Figure 1. Cells by drive strength.
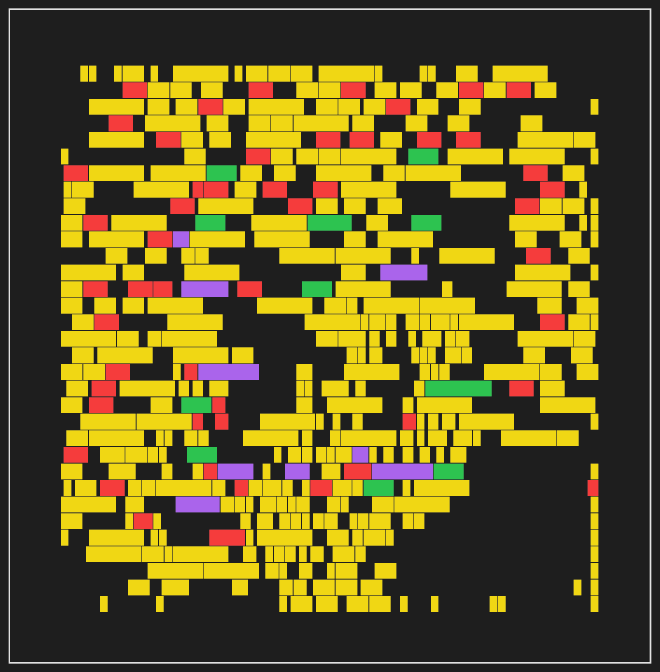
Figure 2. Signal metal coverage by tile.
21 x 21 tiles, from dark blue (low) to red (high), scaled to the fullest tile. Values are wire area over tile area, all layers added.
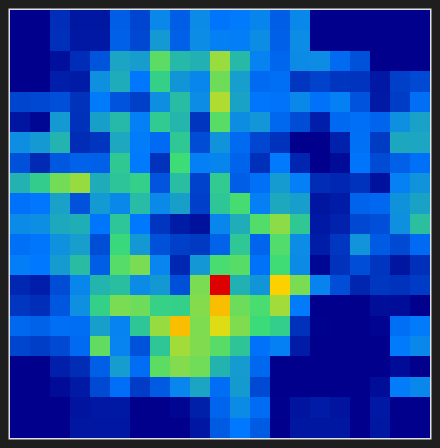
==> config.mk <==
export PLATFORM = sky130hd
export DESIGN_NAME = pcie_cfg_scan_ctrl
export DESIGN_NICKNAME = d
export VERILOG_FILES = /design/src/rtl/pcie_cfg_scan_ctrl.sv
export SDC_FILE = /design/constraint.sdc
export NUM_CORES = 1
export LEC_CHECK = 0
export CORE_AREA = 8 8 97 99
export CTS_CLUSTER_SIZE = 28
export DETAILED_ROUTE_END_ITERATION = 7
export DIE_AREA = 0 0 105 107
export HOLD_SLACK_MARGIN = 0.15
export PLACE_DENSITY = 0.85
export SLEW_MARGIN = 20
export SYNTH_ARGS = -nofsm -noshare
export SYNTH_HDL_FRONTEND = slang
export SYNTH_SLANG_ARGS = --single-unit
==> constraint.sdc <==
create_clock -name user_clk -period 4.2 [get_ports user_clk]
set_input_delay 0.63 -clock user_clk [delete_from_list [all_inputs] [get_ports user_clk]]
set_output_delay 0.63 -clock user_clk [all_outputs]
set_load 0.01 [all_outputs]
==> run notes <==
Status of the implementation.

- The number of buffer cells added on primary ports is 100, for reference.
- The area of the synthesized netlist per yosys stat is 3690 um2, for reference.
- For reference, the most critical setup path is categorized as reg -> out.
- Detailed placement finished with a half-perimeter wire length of 6510 um.
- The number of tap instances is 105, for reference.
- The number of flip-flops and latches is 72, for reference.
- The clock-pin slew of the registers on the worst-case setup and hold paths is 0.08 ns, for reference.
- After synthesis, the share of flip-flops with an asynchronous set or reset is 100%.
- The number of primary I/O pins is 139, for reference.
- The total die size is 11200 um2, for reference.
- For reference, the critical path cell chain is inv_1, and3_1, clkdlybuf4s50_1.
- The area of the mapped netlist is 3690 um2, for reference.
- Once the clock tree was built, the resizer swapped 0 gates to a different size.
- Power attributed to sequential cells is 0.000988 W.
- The total CTS buffers is 9, for reference.
- The number of fill cells is 674, for reference.
- The multi-input gate count is 226, for reference.
- The library cell contributing the largest single delay on the critical path is sky130_fd_sc_hd__dfrtp_1, for reference.
- The first detailed-routing pass took 4 iterations.
- The commonest register cell after synthesis is sky130_fd_sc_hd__dfrtp_1, for reference.
- The count of cells along the worst register-to-register path is 5, for reference.
- The number of warnings printed during yosys synthesis is 0, for reference.
- The post-route netlist has 16.8% of its cells at a drive strength greater than 1.
- For this design, the CTS-stage hold fixing added 0 buffers.
- The sequential share of the synthesized area is 48.9%, for reference.
- The wire length recorded after detailed routing is 8600 um.
- The synth_stat.txt file lists the number of cells as 324.
- The worst endpoint required time is 3.57 ns, for reference.
- For reference, the final report shows the max-slew violation count at 0.
- The power group with the largest share is registers, for reference.
- The multi-input combinational cell area is 1600 um2, for reference.
- The final estimated routing congestion in global placement is 0.868, for reference.
- For flop-to-flop paths, the worst setup slack is 1.79 ns.
- After synthesis, the cell types taking the most area are sky130_fd_sc_hd__dfrtp_1 49%, sky130_fd_sc_hd__mux2_2 11%, sky130_fd_sc_hd__buf_4 8.3%, sky130_fd_sc_hd__o21ai_0 2.6%, sky130_fd_sc_hd__nor2_1 1.8%.
- The longest clock path from root to sink contains 2 buffers.
- The layout has 10 clock buffers.
- The total count of hold-check failures in the final report is 0, for reference.
- Per the detail_route report, routed wire per instance is 16.3 um.
- The clock H-tree reported by CTS has 3 levels.
- The script parses the final routing iteration and logs DRC violations as 0.
- The run finished with clean final reports.
- The flow reports power dissipated in combinational cells as 0.000935 W.
- In the final layout, non-clock buffers account for 21.5% of the cell area.
- Summed over its instances, the top area cell type makes up 48.9% of the synthesized netlist area.
- Including well taps, the total number of placed cells is 514.
- Per the post-place timing report, worst setup slack is 1.28 ns.
- The insertion delay to the later sink of the worst-skew pair is 0.34 ns, for reference.
- Looking at the VDD voltage map, the peak drop is 0.254 mV.
- Per the layout area report, the register area comes to 1800 um2.
- The type of element capturing the critical path is an output port, for reference.
- From bottom edge to top edge, the die measures 107 um.
- The data arrival time at the worst-slack endpoint is 1.87 ns, for reference.
- Summed over all cells, the static leakage comes to 2.16 nW.
- Walking the critical path from launch to capture passes 3 cell instances.
- The achievable clock frequency is 401 MHz, for reference.
- In this design, the largest share of critical-path delay is due to buffers and inverters.
- The share of the cycle needed by the critical path after routing is 59.4%, for reference.
- The peak fanout along the critical path is 14, for reference.
- Entering global routing, the biggest net connects 39 pins.
- The count of library flops with an enable pin is 0, for reference.
- The longest incremental delay of any stage on the critical path is reported as 0.62 ns.
- The leading area contributor after synthesis is sky130_fd_sc_hd__dfrtp_1, for reference.
- Leaving out the clock tree, the finished layout contains an inverter count of 9.
- Per the detail_route report, vias per standard cell equal 5.06.
- The power per standard cell area is 511 nW/um2, for reference.
- The synthesized instance count is 324, for reference.
- The post-route non-filler standard cell count is 528, for reference.
- After clock tree synthesis, the setup repair step added 0 buffers.
- The flop and latch count out of synthesis is 72, for reference.
- The critical path buffer and inverter count is 2, for reference.
- Per the final report, the share of cell area in clock cells is 3.68%.
- Ranking logic cells in the layout by count gives the top entries 99 x sky130_fd_sc_hd__clkdlybuf4s50_1, 72 x sky130_fd_sc_hd__dfrtp_1, 38 x sky130_fd_sc_hd__conb_1, 37 x sky130_fd_sc_hd__mux2_2.
- TritonCTS built the clock tree.
- The via count of the first global-routing pass is 2798, for reference.
- The register share of the cell area is 37.8%, for reference.
- The transition time at the pin with the least slew margin is 0.845 ns, for reference.
- The number of antenna violations at the first check in global routing was 0.
- In the final design, more cell area goes to sequential cells than to any other class.
- The flip-flop count of the largest register, all copies and words added is 32, for reference.
- The die outline width is 105 um, for reference.
- The clock net in this run drives a total of 72 sinks.
- The top cell type in the final layout, fill and taps aside, is sky130_fd_sc_hd__clkdlybuf4s50_1.
- The first global-routing pass estimated 14100 um of wire.
- The relative max-transition margin is 43.7%, for reference.
- The switching power of the nets is 0.000779 W, for reference.
- The switching share of power is 32.0%, for reference.
- The shortest clock period the worst path allows after layout is 2.50 ns, for reference.
- For this run, the final setup violation count is recorded as 0.
- Detailed placement reports a standard cell area of 4590 um2.
- The synthesis stats list as the most numerous cell sky130_fd_sc_hd__dfrtp_1.
- The count of inserted antenna diode cells is 0, for reference.
- According to the hold report, the worst path is of the in -> async type.
- Per the OpenROAD floorplan log, the area of the core is 7930 um2.
- The worst clock skew on the final layout is 0.00773 ns, for reference.
- The number of max-cap violations is 0, for reference.
- After layout, the worst setup slack is 1.70 ns.
- Before placement the cells fill 46.5% of the core.
- The number of DRC markers in iteration 0 is 110, for reference.
- The average instance in the mapped netlist occupies 11.4 um2.
- The fraction of power consumed by the clock network is 21.0%, for reference.
- Across all hold checks on the routed design, the worst slack comes to 0.394 ns.
- Setup repair after global routing left no endpoint under its margin.
- The part of the total power dissipated in sequential elements is 40.6%, for reference.
- The root buffer selected by CTS is sky130_fd_sc_hd__clkbuf_8, for reference.
- The power drawn by the clock network is 0.000510 W, for reference.
- The count of cell types in the netlist is 54, for reference.
- The share of the final layout cell area in multi-input gates is 33.5%, for reference.
- The category of the worst setup path launch point is a flop, for reference.
- The setup TNS is 0 ns, for reference.
- The remaining antenna violation count after routing is 0, for reference.
About Figure 1:
legend:
  green:
    size: x6 and larger
    cells: 11
  red:
    size: x2
    cells: 51
  purple:
    size: x3 and x4
    cells: 9
  yellow:
    size: x1 and smaller
    cells: 352
buffers outside the clock class: 102
total non-filler cell area in the finished layout: 4760 um2
P&R area growth vs syn: 29.1%

About Figure 2:
emptiest ninth of the die: bottom right
densest ninth of the die: bottom middle
nearly empty tiles: 17%
overall track demand over capacity in global routing: 15.3%
total number of vias: 2673

-- cell families after synthesis --
group	Yosys count	synth area share (%)
adders and majority gates	4	1.36
other	1	0.102
DFF	72	48.9
and+or+nand+nor	90	13.7
xor gates and xnor gates	2	0.475
buffers and inverters	63	11.6
AOI/OAI and AO/OA	49	10.7
muxes	43	13.1
-- layer usage --
metal / wire length, um / track usage (%)
met1: 3430 / 16.7
met2: 4360 / 26.0
met3: 666 / 6.30
met4: 137 / 6.01
met5: 0 / 0
-- stage by stage --
step                utilization, %  total power [W]
floorplan                        -          0.00150
global placement              57.6          0.00191
detailed placement            57.8          0.00195
CTS                           60.1          0.00247
global route                  60.1          0.00258
finish                        60.1          0.00243
Power figures rest on the tool's default switching activity, not on a simulated workload.
